**src/rtl/compare_sched_defs.vh**
```
// rtl/compare_sched_defs.vh - state encodings and derived widths, included inside the scheduler body
localparam logic [1:0] ST_IDLE = 2'd0;
localparam logic [1:0] ST_CMP  = 2'd1;
localparam logic [1:0] ST_DONE = 2'd2;
localparam int NIB = WIDTH / NIB_BITS;
localparam int KW  = idx_w(NIB);
localparam int IDW = idx_w(N_REQ);

```
**src/rtl/compare_scheduler_pkg.sv**
```systemverilog
// rtl/compare_scheduler_pkg.sv - shared constants and width helper for the compare scheduler
package compare_scheduler_pkg;

   localparam int NIB_BITS = 4;

   // Index width that never collapses to zero bits for single-entry ranges.
   function automatic int idx_w(input int n);
      return (n > 1) ? $clog2(n) : 1;
   endfunction

endpackage

```
**src/rtl/compare_scheduler_if.sv**
```systemverilog
// rtl/compare_scheduler_if.sv - requester-side bundle of the compare scheduler
interface compare_scheduler_if #(
   parameter int N_REQ = 4,
   parameter int WIDTH = 16
);
   logic [N_REQ-1:0]                                 req;
   logic [N_REQ*WIDTH-1:0]                           a_flat;
   logic [N_REQ*WIDTH-1:0]                           b_flat;
   logic [N_REQ-1:0]                                 gnt;
   logic                                             busy;
   logic                                             done;
   logic [compare_scheduler_pkg::idx_w(N_REQ)-1:0]   done_id;
   logic                                             equal;

   modport master (output req, a_flat, b_flat, input gnt, busy, done, done_id, equal);
   modport slave  (input req, a_flat, b_flat, output gnt, busy, done, done_id, equal);
endinterface

```
**src/rtl/compare_scheduler_eq4.sv**
```systemverilog
// rtl/compare_scheduler_eq4.sv - shared 4-bit equality comparator
module EqualityComparator4Bit (
   input  logic [3:0] a_i,
   input  logic [3:0] b_i,
   output logic       eq_o
);
   assign eq_o = (a_i == b_i);
endmodule

```
**src/rtl/compare_scheduler.sv**
```systemverilog
// rtl/compare_scheduler.sv - round-robin wide equality checks over one shared 4-bit comparator
module compare_scheduler
   import compare_scheduler_pkg::*;
#(
   parameter int N_REQ = 4,
   parameter int WIDTH = 16
) (
   input logic               clk,
   input logic               rst_n,
   compare_scheduler_if.slave bus
);
   `include "compare_sched_defs.vh"

   typedef enum logic [1:0] {IDLE = ST_IDLE, CMP = ST_CMP, DONE = ST_DONE} state_t;

   state_t             state_q, state_d;
   logic [KW-1:0]      k_q, k_d;
   logic [WIDTH-1:0]   a_q, a_d, b_q, b_d;
   logic [IDW-1:0]     win_q, win_d, rr_ptr_q, rr_ptr_d, pick_idx;
   logic               eqn_q, eqn_d;
   logic [N_REQ-1:0]   gnt_q, gnt_d;
   logic               busy_q, done_q, equal_q;
   logic [IDW-1:0]     done_id_q;
   logic [3:0]         cmp_a, cmp_b;
   logic               cmp_eq;

   assign cmp_a = a_q[k_q*NIB_BITS +: NIB_BITS];
   assign cmp_b = b_q[k_q*NIB_BITS +: NIB_BITS];

   EqualityComparator4Bit u_eq (.a_i(cmp_a), .b_i(cmp_b), .eq_o(cmp_eq));

   // Scan from the highest offset down so the closest requester to rr_ptr wins.
   always_comb begin
      pick_idx = '0;
      for (int i = N_REQ - 1; i >= 0; i--) begin
         if (bus.req[(int'(rr_ptr_q) + i) % N_REQ]) pick_idx = IDW'((int'(rr_ptr_q) + i) % N_REQ);
      end
   end

   always_comb begin
      state_d  = state_q;
      k_d      = k_q;
      a_d      = a_q;
      b_d      = b_q;
      win_d    = win_q;
      rr_ptr_d = rr_ptr_q;
      eqn_d    = eqn_q;
      gnt_d    = '0;
      unique case (state_q)
         IDLE: begin
            if (|bus.req) begin
               gnt_d[pick_idx] = 1'b1;
               a_d     = bus.a_flat[int'(pick_idx)*WIDTH +: WIDTH];
               b_d     = bus.b_flat[int'(pick_idx)*WIDTH +: WIDTH];
               win_d   = pick_idx;
               k_d     = '0;
               state_d = CMP;
            end
         end
         CMP: begin
            if (!cmp_eq) begin
               eqn_d   = 1'b0;
               state_d = DONE;
            end else if (k_q == KW'(NIB - 1)) begin
               eqn_d   = 1'b1;
               state_d = DONE;
            end else begin
               k_d = k_q + 1'b1;
            end
         end
         DONE: begin
            rr_ptr_d = (int'(win_q) == N_REQ - 1) ? '0 : win_q + 1'b1;
            state_d  = IDLE;
         end
         default: state_d = IDLE;
      endcase
   end

   // Outputs are registered views of the FSM, so done trails the DONE state by one cycle.
   always_ff @(posedge clk or negedge rst_n) begin
      if (!rst_n) begin
         state_q   <= IDLE;
         k_q       <= '0;
         a_q       <= '0;
         b_q       <= '0;
         win_q     <= '0;
         rr_ptr_q  <= '0;
         eqn_q     <= 1'b0;
         gnt_q     <= '0;
         busy_q    <= 1'b0;
         done_q    <= 1'b0;
         done_id_q <= '0;
         equal_q   <= 1'b0;
      end else begin
         state_q  <= state_d;
         k_q      <= k_d;
         a_q      <= a_d;
         b_q      <= b_d;
         win_q    <= win_d;
         rr_ptr_q <= rr_ptr_d;
         eqn_q    <= eqn_d;
         gnt_q    <= gnt_d;
         busy_q   <= (state_q != IDLE);
         done_q   <= (state_q == DONE);
         if (state_q == DONE) begin
            done_id_q <= win_q;
            equal_q   <= eqn_q;
         end
      end
   end

   assign bus.gnt     = gnt_q;
   assign bus.busy    = busy_q;
   assign bus.done    = done_q;
   assign bus.done_id = done_id_q;
   assign bus.equal   = equal_q;

endmodule

```
**src/flat_wrapper.sv**
```systemverilog
// flat-port wrapper written by rule: the top's interface ports become plain ports
module compare_scheduler_flat import compare_scheduler_pkg::*;
#(
   parameter int N_REQ = 4,
   parameter int WIDTH = 16
)
  (clk, rst_n, bus_req, bus_a_flat, bus_b_flat, bus_gnt, bus_busy, bus_done, bus_done_id, bus_equal);
  compare_scheduler_if #(.N_REQ(N_REQ), .WIDTH(WIDTH)) bus_i ();
  input logic clk;
  input logic rst_n;
  input wire logic [$bits(bus_i.req)-1:0] bus_req;
  input wire logic [$bits(bus_i.a_flat)-1:0] bus_a_flat;
  input wire logic [$bits(bus_i.b_flat)-1:0] bus_b_flat;
  output wire logic [$bits(bus_i.gnt)-1:0] bus_gnt;
  output wire logic [$bits(bus_i.busy)-1:0] bus_busy;
  output wire logic [$bits(bus_i.done)-1:0] bus_done;
  output wire logic [$bits(bus_i.done_id)-1:0] bus_done_id;
  output wire logic [$bits(bus_i.equal)-1:0] bus_equal;
  assign bus_i.req = bus_req;
  assign bus_i.a_flat = bus_a_flat;
  assign bus_i.b_flat = bus_b_flat;
  assign bus_gnt = bus_i.gnt;
  assign bus_busy = bus_i.busy;
  assign bus_done = bus_i.done;
  assign bus_done_id = bus_i.done_id;
  assign bus_equal = bus_i.equal;
  compare_scheduler #(.N_REQ(N_REQ), .WIDTH(WIDTH)) u_core (.clk(clk), .rst_n(rst_n), .bus(bus_i));
endmodule
```
**config.mk**
```make
export PLATFORM = sky130hd
export DESIGN_NAME = compare_scheduler_flat
export DESIGN_NICKNAME = d
export VERILOG_FILES = /design/src/rtl/compare_scheduler_pkg.sv /design/src/rtl/compare_scheduler_if.sv /design/src/rtl/compare_scheduler_eq4.sv /design/src/rtl/compare_scheduler.sv /design/src/flat_wrapper.sv
export VERILOG_INCLUDE_DIRS = /design/src /design/src/rtl
export SDC_FILE = /design/constraint.sdc
export NUM_CORES = 1
export LEC_CHECK = 0
export CORE_MARGIN = 3
export CORE_UTILIZATION = 44
export DETAILED_ROUTE_END_ITERATION = 10
export PLACE_DENSITY_LB_ADDON = 0.08
export SYNTH_ARGS = -nofsm -noshare
export SYNTH_HDL_FRONTEND = slang
export SYNTH_SLANG_ARGS = --single-unit
export TNS_END_PERCENT = 50
```
**constraint.sdc**
```tcl
create_clock -name clk -period 4.28 [get_ports clk]
set_input_delay 0.642 -clock clk [delete_from_list [all_inputs] [get_ports clk]]
set_output_delay 0.642 -clock clk [all_outputs]
set_load 0.01 [all_outputs]
```
==> images/io_placement.png <==
Pins as bars across the die edge, other pins in grey.
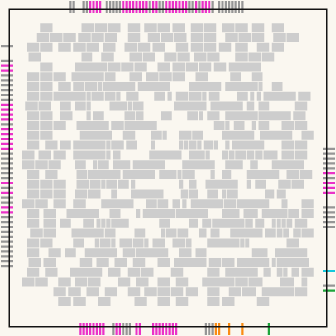
[cyan] `bus_done` | pins: 1 | direction: output | edge: right
[orange] `bus_gnt` | pins: 4 | direction: output | edge: bottom
[magenta] `bus_b_flat` | pins: 64 | direction: input | edge: 25 top, 20 bottom, 15 left, 4 right
[green] `bus_done_id` | pins: 2 | direction: output | edge: 1 right, 1 bottom
all pins by edge: 49 top, 44 left, 32 bottom, 18 right

==> images/layer_met3.png <==
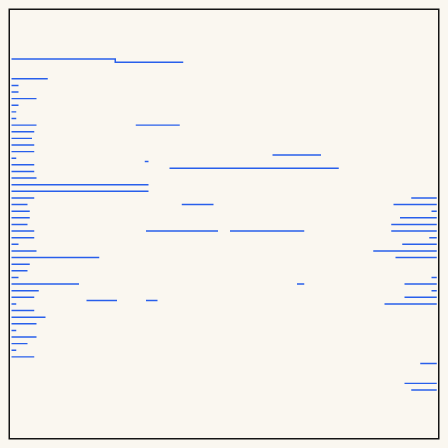
longest straight run: 34.5 um
nets with wire on the layer: 67
wire length on this layer: 461 um
main direction: horizontal
share of all routed wire: 6.1%

==> images/wires.png <==
Only two layers are drawn.
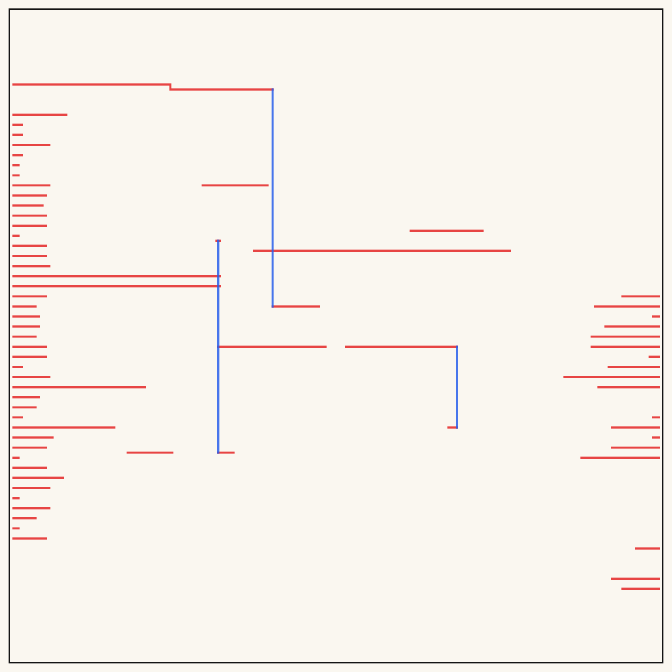
[blue] metal 4 | wire length: 68.7 um
[red] metal 3 | wire length: 461 um

==> images/congestion.png <==
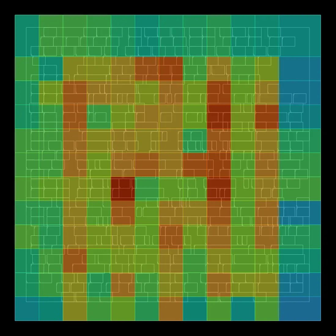
GR peak layer: met2
grt met3 use: 0.0423
met2 usage: 0.340
total track usage: 0.192
Finished Core Util: 0.693

==> deck_impl_summary.md <==
Implementation Results

Status
  – Status: finished clean

Synth
  – Post-synth regs: 50
  – YS chip area: 2950 um^2
  – XOR/XNOR Area Share: 0.0475
  – # Cells Yosys: 271
  – Post-synth top cells: 66 x mux2i_1, 50 x dfrtp_1, 38 x nand2_1
  – Number of enable flip-flop cells: 0
  – Mapped Cells: 271
  – Count leader, synth: mux2i_1
  – Syn nets: 407
  – Yosys warns: 0
  – Dominant flop cell: dfrtp_1
  – Top logic family: multiplexers
  – Top-area cell share: 0.424
  – Syn Area/Cell: 10.9 um^2
  – Post-synth mux share: 0.243

Clocking
  – Post-CTS Setup Bufs: 0
  – CTS Buf Count: 5
  – H-tree depth reported by CTS: 2
  – Hold_buf cts: 0
  – CTS resizes: 0
  – Clock Latency Late Sink: 300 ps
  – Sink Count: 50

Setup path
  – Crit-path cells: clkdlybuf4s50_1, inv_1, a22o_1, a211oi_4, buf_4, mux2i_1, o221ai_1
  – WP depth: 7
  – Crit path launch type: primary input
  – FF-to-FF Start: u_core.rr_ptr_q[0]$_DFFE_PN0P_
  – Buf/Inv on CP: 3
  – Crit-path slowest cell: buf_4
  – Worst Path Arrival: 2730 ps
  – Worst-case reg-to-reg path depth: 6
  – Worst reg-to-reg setup slack: 2180 ps
  – Critical path's largest stage delay: 510 ps
  – Critical Path RT: 4430 ps
  – Critical Path Sink: u_core.a_q[8]$_DFFE_PN0P_

Global route
  – Global-route wire length before repair: 11.7 mm
  – Initial antenna violation count: 0
  – Vias in the first global route: 2583

Drt
  – Routed Antenna Nets: 0
  – Routed wire length: 7.52 mm
  – Vias/cell: 5.27
  – Met2 Routed Length: 4.01 mm
  – Detail Route met3 WL: 460 um
  – Post-detailed-route wirelength per cell: 15.6 um
  – First-pass DRT Iterations: 4
  – Initial DRC Count: 131
  – DRC: 0

Placed design
  – DP Cell Count: 474

Worst hold path
  – HP Class: reg -> reg
  – Hold path depth: 1
  – Hold Crit Start: u_core.bus.done_id[0]$_DFFE_PN0P_

Cells and area
  – Flop share of the area: 0.281
  – FILL cells: 513
  – Top cell excl fill/tap: clkdlybuf4s50_1
  – Nets: 540
  – Comb area share: 0.347
  – N_diodes: 0
  – Final std cell area, no fill: 4450 um^2
  – Comb_multi_in: 196
  – Non-clk buf share: 0.325
  – Gate Area: 1550 um^2
  – Layout clock area frac: 0.0205
  – Inverters, non-clock: 5
  – Signal buffers: 146
  – Area Overhead vs Synth: 50.8%
  – Seq. cell area: 1250 um^2

Timing
  – Slew of the pin with the lowest slew margin: 1090 ps
  – Hold WS: 509 ps
  – Fmax: 388 MHz
  – Worst slew margin: 0.274
  – Tcrit/Tclk final: 0.603
  – Final setup viols: 0
  – Min setup slack post-route: 1700 ps
  – Worst Clk Skew: 7.60 ps

Pwr
  – Switching power: 895 uW
  – Flop pwr share: 0.352
  – Clock share of power: 0.120
  – Maximum VDD drop: 274 uV
  – Static leakage: 1.94 nW
  – Internal Power: 1.46 mW
  – Combinational Power Share: 0.528
  – Top power group: combinational cells
  – Clock-net power: 282 uW
  – Sequential group power: 828 uW
  – P_comb: 1.24 mW

Floorplan
  – Ports: 143
  – Die width: 87.9 um
  – Std cell rows: 29

Job
  – Tool warnings: 26
Power and IR drop assume default switching activity.
